==> config.mk <==
export PLATFORM = sky130hd
export DESIGN_NAME = regfile_2r1w
export DESIGN_NICKNAME = d
export VERILOG_FILES = /design/src/rtl/regfile_2r1w.sv
export SDC_FILE = /design/constraint.sdc
export NUM_CORES = 1
export LEC_CHECK = 0
export CORE_MARGIN = 5
export CORE_UTILIZATION = 50
export DETAILED_ROUTE_END_ITERATION = 12
export PLACE_DENSITY_LB_ADDON = 0.1
export SYNTH_ARGS = -nofsm -noshare
export SYNTH_HDL_FRONTEND = slang
export SYNTH_SLANG_ARGS = --single-unit
==> constraint.sdc <==
create_clock -name clk -period 2.6 [get_ports clk]
set_input_delay 0.78 -clock clk [delete_from_list [all_inputs] [get_ports clk]]
set_output_delay 0.78 -clock clk [all_outputs]
set_load 0.02 [all_outputs]
**Run 1: the metal 4 layer**

(3 px per µm) Cells faint in the background.
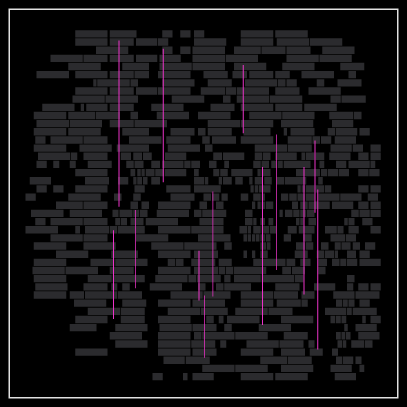
main direction: vertical
share of all routed wire: 2.8%
nets with wire on the layer: 9
final wirelength: 16.9 mm
vias: 4,209

**Run 1: clock wires, drivers and flops**

(2 px per µm)
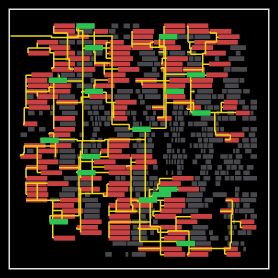
[flip-flops] red | count: 151
[clock wires] yellow | length: 1,640 µm
[clock-net drivers] green | count: 17
flops lie: spread over the die
routed clock nets: 18
Max Clock Skew: 0.00852 ns
clock-net power: 2.46 mW
Clk pwr share: 44.3%
clock latency on the worst-skew pair: 0.43 ns

**Run 1: routing congestion map**

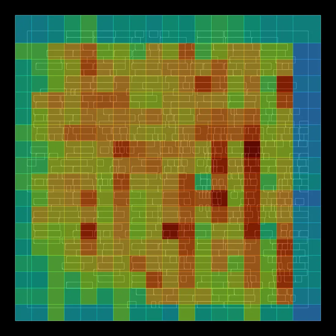
global routing's busiest layer: met2
wire per inst: 24.5 µm

==> results.sh, run 1 <==
# yosys + openroad results
export IMPL_status="complete, no violations"
export IMPL_cts_buffers=17
export IMPL_largest_register_ffs=128
export IMPL_ys_chip_area_mm2=0.00708
export IMPL_ys_async_sr_fraction_pct=0
export IMPL_yosys_warnings=0
export IMPL_hold_path_class="flop to flop"
export IMPL_yosys_cells=410
export IMPL_vias_per_cell=6.11
export IMPL_place_gp_congestion=0.859
export IMPL_fin_crit_ns=2.45
export IMPL_cts_buffer_depth=2
export IMPL_dp_hpwl_mm=12.0
export IMPL_slew_violations=0
export IMPL_diodes=0
export IMPL_finalClockPeriodUsage_pct=94.2
export IMPL_coreArea_mm2=0.0139
export IMPL_antenna_found_initial=0
export IMPL_h_tree_depth=4
export IMPL_cts_root_buffer="clkbuf_16"
export IMPL_slowest_delay_ns=0.64
export IMPL_synthCells=410
export IMPL_grt_pass1_wl_mm=26.4
export IMPL_arrival_ns=2.76
export IMPL_grt_pass1_vias=4454
export IMPL_final_area_mm2=0.00868
export IMPL_ctsHoldBuffers=0
export IMPL_initCoreUtil_pct=51.0
export IMPL_critPathCaptureType="flop"
export IMPL_maxCapViolations=0
export IMPL_yosysSeqAreaShare_pct=60.8
export IMPL_worst_ep_required_time_ns=2.91
export IMPL_reg2regPathDepth=7
export IMPL_fin_cells=689
export IMPL_worstPathCellList="clkdlybuf4s50_1 > mux4_2 > nor2b_1 > a211oi_1 > buf_4 > a21oi_1 > a22o_1"
export IMPL_syn_mean_instance_area_um2=17.3
export IMPL_warnings=26
export IMPL_synthesis_area_mm2=0.00708
export IMPL_hold_viol=0
export IMPL_synth_edff_count=128
export IMPL_synth_distinct_cells=41
export IMPL_whs_path_depth=2
export IMPL_postRouteAntennaNets=0
export IMPL_chipArea_mm2=0.0166
export IMPL_synth_nets=435
export IMPL_p_leak_nw=3.00
export IMPL_grt_ovfl_total=0
export IMPL_fin_nets=521
export IMPL_numSynthFlops=151
export IMPL_placed_area_mm2=0.00808
export IMPL_post_cts_resized=0
export IMPL_grt_max_degree=23
export IMPL_critical_path_class="primary input to flop"
export IMPL_place_ws_ns=-0.304
export IMPL_area_growth_pct=22.6
export IMPL_max_slew_margin_rel_pct=26.7
export IMPL_rrSetupSlack_ns=0.27
export IMPL_rsz0062_at_grt="no"
export IMPL_first_iter_violations=370
export IMPL_total_power_mw=5.57
export IMPL_dr_pass1_iters=5
export IMPL_clk_pin_slew_ns=0.06
export IMPL_fmax_ghz=0.408
export IMPL_die_width_um=129
export IMPL_die_y_um=129
export IMPL_p_per_area_mw_per_mm2=641
export IMPL_whs_ns=0.541
export IMPL_startpoint_type="primary input"
export IMPL_io_pins=42
export IMPL_setup_viol=0
export IMPL_ff_type="edfxtp_1"
export IMPL_clock_sinks=151
export IMPL_vdd_drop_max_mv=0.437
export IMPL_numPortBuffers=41
export IMPL_cp_max_fo=6
export IMPL_dp_cells=657
export IMPL_drive_gt1_share_pct=32.2
export IMPL_post_cts_repair_setup_buffers=0
export IMPL_grt_usage_pct=22.2
export IMPL_worst_slack_ns=0.152
export IMPL_drc_errors=0
export IMPL_rows=43
export IMPL_worst_pin_slew_ns=1.10
export IMPL_cts_tree="done"
export IMPL_cp_slowest_cell="clkdlybuf4s50_1"
==> run 1: stage by stage <==
stage          setup TNS [ns]  util, %
5_1_grt                     0     62.5
6_report                    0     62.5
4_1_cts                     0     62.5
2_1_floorplan               0        -
3_5_place_dp            -2.43     58.2
3_3_place_gp            -3.07     58.2
==> run 1: placed cells by master (no fill, tap or decap), types with 4 or more instances in the layout <==
| master | count |
|---|---|
| a22oi_1 | 17 |
| nor2_1 | 22 |
| a22o_1 | 17 |
| clkbuf_16 | 18 |
| mux2i_1 | 11 |
| a211oi_2 | 5 |
| nor2b_1 | 22 |
| o21ai_0 | 4 |
| a21oi_1 | 10 |
| xnor2_1 | 7 |
| buf_12 | 10 |
| nand3_1 | 5 |
| dfxtp_1 | 23 |
| nand2_1 | 12 |
| clkbuf_8 | 4 |
| clkdlybuf4s50_1 | 39 |
| mux4_2 | 64 |
| edfxtp_1 | 128 |
| buf_4 | 47 |
==> run 1: logic make-up after synthesis <==
logic type                 share of synthesized area [%]
DFF                                                 60.8
muxes                                               22.9
and+or+nand+nor                                     5.85
AOI/OAI and AO/OA                                   6.72
buffers and inverters                               2.70
xor gates and xnor gates                           0.866
adders and majority gates                          0.177
==> run 1: cell usage after synthesis, drive strengths merged, types with 2 or more instances <==
master	number	share of area (%)
edfxtp	128	54
mux4	64	20
buf	25	2.3
dfxtp	23	6.5
nor2	22	1.2
nor2b	22	1.9
a22o	17	2.1
a22oi	17	1.8
mux2i	14	2.4
nand2	12	0.64
a21oi	10	0.71
a211oi	8	1.2
xnor2	7	0.87
clkbuf	6	0.32
o21ai	6	0.42
nand3	5	0.35
and2	3	0.27
and2b	2	0.21
inv	2	0.11
nand2b	2	0.18
nor3b	2	0.21
==> run 1: worst max-delay path, delay by kind of cell <==
family | cells | cell delay (ns)
AOI/OAI and AO/OA | 3 | 0.65
buffers and inverters | 2 | 0.83
muxes | 1 | 0.35
and+or+nand+nor | 1 | 0.14
==> run 1: power breakdown <==
part / leakage (nW) / switching, mW / internal (mW)
Combinational: 1.32 / 0.215 / 0.248
Clock: 0.303 / 0.897 / 1.57
Sequential: 1.38 / 0.0179 / 2.62
Total: 3.00 / 1.13 / 4.44
==> run 1: layout make-up <==
type | instances | area (µm²)
fillers | 993 | 5200
flip-flops and latches | 151 | 4300
multi-input cells | 226 | 2580
repair buffers | 98 | 953
clock buffers | 25 | 517
well taps | 180 | 225
clock inverters | 7 | 87.6
inverters | 2 | 7.51
==> run 1: per-layer routing <==
metal | up-vias | track usage [%] | part of all wire [%]
li1 | 1851 | - | -
met1 | 2145 | 29.3 | 41
met2 | 180 | 35.9 | 50
met3 | 33 | 4.90 | 6.8
met4 | 0 | 9.26 | 2.7
met5 | - | 0 | 0
==> run 1 -> run 2 <==
- SETUP_SLACK_MARGIN: unset -> 0.2
- clock period: 2.6 -> 2.3 ns (I/O delays scaled with it)
==> run 2 against run 1 <==
Effect of this change: utilization grew 2.1 points; largest power group unchanged; sequential share of layout area is 1.6 points lower; synthesized cell count is the same; power increased by 15%; die area unchanged; clock-buffer cell count fell by 7; cell count is 1.9% higher; first-iteration DRC count increased by 8.9%; area after synthesis is the same; critical endpoint is now RdDataA[2]; clock skew up 0.00099 ns; routed wire length increased by 4.3%.
==> results.sh, run 2 <==
# yosys + openroad results
export IMPL_rrSetupSlack_ns=0.29
export IMPL_numPortBuffers=41
export IMPL_setup_viol=0
export IMPL_critPathCaptureType="output pin"
export IMPL_area_leaders="edfxtp_1, mux4_2, dfxtp_1, a22o_1, nor2b_1"
export IMPL_yosys_top_cells_count="edfxtp_1, mux4_2, dfxtp_1, nor2_1, nor2b_1"
export IMPL_whs_path_depth=2
export IMPL_die_y_um=129
export IMPL_ff_type="edfxtp_1"
export IMPL_chipArea_mm2=0.0166
export IMPL_reg2regPathDepth=3
export IMPL_h_tree_depth=4
export IMPL_layout_top_cell="edfxtp_1"
export IMPL_place_gp_congestion=0.855
export IMPL_most_common_cell="edfxtp_1"
export IMPL_worstPathCellList="clkdlybuf4s50_1"
export IMPL_cp_max_fo=1
export IMPL_p_leak_nw=3.16
export IMPL_dr_pass1_iters=4
export IMPL_warnings=27
export IMPL_synth_distinct_cells=41
export IMPL_vdd_drop_max_mv=0.523
export IMPL_worst_path_buf_inv=1
export IMPL_diodes=0
export IMPL_arrival_ns=1.37
export IMPL_hold_path_class="flop to flop"
export IMPL_cts_tree="done"
export IMPL_total_power_mw=6.42
export IMPL_drc_errors=0
export IMPL_fin_nets=534
export IMPL_rsz0062_at_grt="no"
export IMPL_cpLargestDelayFamily="buffers and inverters"
export IMPL_coreArea_mm2=0.0139
export IMPL_startpoint_type="flop"
export IMPL_cp_slowest_cell="clkdlybuf4s50_1"
export IMPL_clock_sinks=151
export IMPL_clk_pin_slew_ns=0.06
export IMPL_largest_register_ffs=128
export IMPL_fmax_ghz=0.486
export IMPL_synthCells=410
export IMPL_yosysSeqAreaShare_pct=60.8
export IMPL_critical_path_class="flop to output pin"
export IMPL_grt_pass1_vias=4481
export IMPL_grt_max_degree=21
export IMPL_status="complete, no violations"
export IMPL_crit_cells=1
export IMPL_final_area_mm2=0.00897
export IMPL_p_per_area_mw_per_mm2=716
export IMPL_drive_gt1_share_pct=39.1
export IMPL_initCoreUtil_pct=51.0
export IMPL_max_slew_margin_rel_pct=25.3
export IMPL_dp_hpwl_mm=12.4
export IMPL_hold_viol=0
export IMPL_cts_buffer_depth=2
export IMPL_placed_area_mm2=0.00820
export IMPL_rows=43
export IMPL_yosysTopAreaCell="edfxtp_1"
export IMPL_die_width_um=129
export IMPL_ys_async_sr_fraction_pct=0
export IMPL_ys_chip_area_mm2=0.00708
export IMPL_synth_nets=435
export IMPL_lay_top_cells="edfxtp_1, mux4_2, buf_4, clkdlybuf4s50_1, dfxtp_1"
export IMPL_first_iter_violations=403
export IMPL_postRouteAntennaNets=0
export IMPL_synth_top_cell_area_share_pct=54.3
export IMPL_finalClockPeriodUsage_pct=89.5
export IMPL_maxCapViolations=0
export IMPL_fin_skew_ns=0.00951
export IMPL_cts_buffers=17
export IMPL_fin_crit_ns=2.06
export IMPL_clkLatencyLatePin_ns=0.42
export IMPL_grt_ovfl_total=0
export IMPL_worst_ep_required_time_ns=1.61
export IMPL_grt_pass1_wl_mm=26.7
export IMPL_synth_edff_count=128
export IMPL_slew_violations=0
export IMPL_antenna_found_initial=0
export IMPL_slowest_delay_ns=0.61
export IMPL_numSynthFlops=151
export IMPL_io_pins=42
export IMPL_syn_mean_instance_area_um2=17.3
export IMPL_yosys_warnings=0
export IMPL_cts_root_buffer="clkbuf_16"
export IMPL_area_growth_pct=26.7
export IMPL_synthesis_area_mm2=0.00708
export IMPL_vias_per_cell=6.14
export IMPL_yosys_cells=410
export IMPL_worst_pin_slew_ns=1.12
[run 2: repair_timing]
item                       4_1_cts  5_1_grt
gates resized                   13       38
gates cloned                     0        0
setup buffers                    0        0
setup endpoints to repair       95      227
hold buffers                     0        0
pin swaps                        1        4
[run 2: cell type report]
cell class,instances,area (µm²)
flip-flops and latches,151,4310
clock inverters,14,183
clock buffers,18,429
repair buffers,111,1100
multi-input cells,226,2720
fillers,975,4910
inverters,2,7.51
well taps,180,225
[run 2: metrics by stage]
stage                     worst slack (ns)  hold WS, ns  std cells  utilization (%)  setup TNS [ns]
after floorplan                      0.210        0.596        410                -               0
after global placement              -0.367        0.512        670             59.1          -43.64
after detailed placement            -0.402        0.554        670             59.1          -43.85
after CTS                            0.162        0.562        702             63.6               0
after global routing                 0.202        0.609        702             64.6               0
final                                0.240        0.565        702             64.6               0
[run 2: cells by family after synthesis]
logic type               synth area share, %
adder cells (fa/ha/maj)                0.177
buffers and inverters                   2.70
AND/OR/NAND/NOR                         5.85
multiplexers                            22.9
AND-OR/OR-AND                           6.72
flip-flops                              60.8
XOR/XNOR                               0.866
[run 2: metal layers]
layer / vias to the layer above / wire [µm] / share of wire, % / global-route usage, %
met4: 0 / 449 / 2.5 / 9.57
met3: 30 / 1200 / 6.8 / 4.61
li1: 1879 / - / - / -
met5: - / 0 / 0 / 0
met1: 2220 / 7010 / 40 / 28.8
met2: 183 / 8980 / 51 / 38.2
[run 2: report_power, final]
part / switching (mW) / total [mW] / internal, mW
combinational: 0.265 / 0.569 / 0.304
clock: 1.07 / 2.87 / 1.80
sequential: 0.0209 / 2.98 / 2.96
total: 1.35 / 6.42 / 5.07
**Run 2: the metal 4 layer**

(3 px per µm) Cells faint in the background.
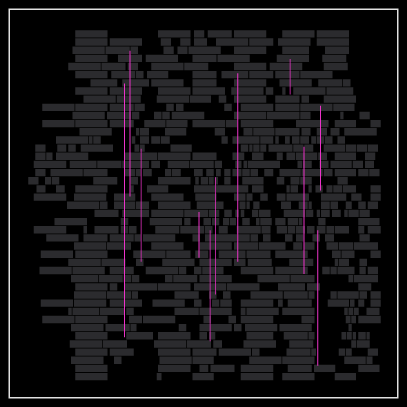
main direction: vertical
longest straight run: 84.3 µm
nets with wire on the layer: 9
final wirelength: 17.6 mm
vias: 4,312

**Run 2: routing congestion map**

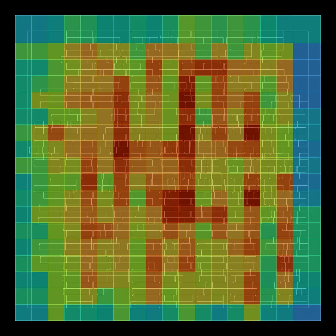
wire per inst: 25.1 µm
GRT Total Usage: 22.7%
GR met1 Demand/Resource: 28.8%
Finished Core Util: 64.6%
met2 usage: 38.2%

No activity file was given, so power comes from the tool's default toggle rates.
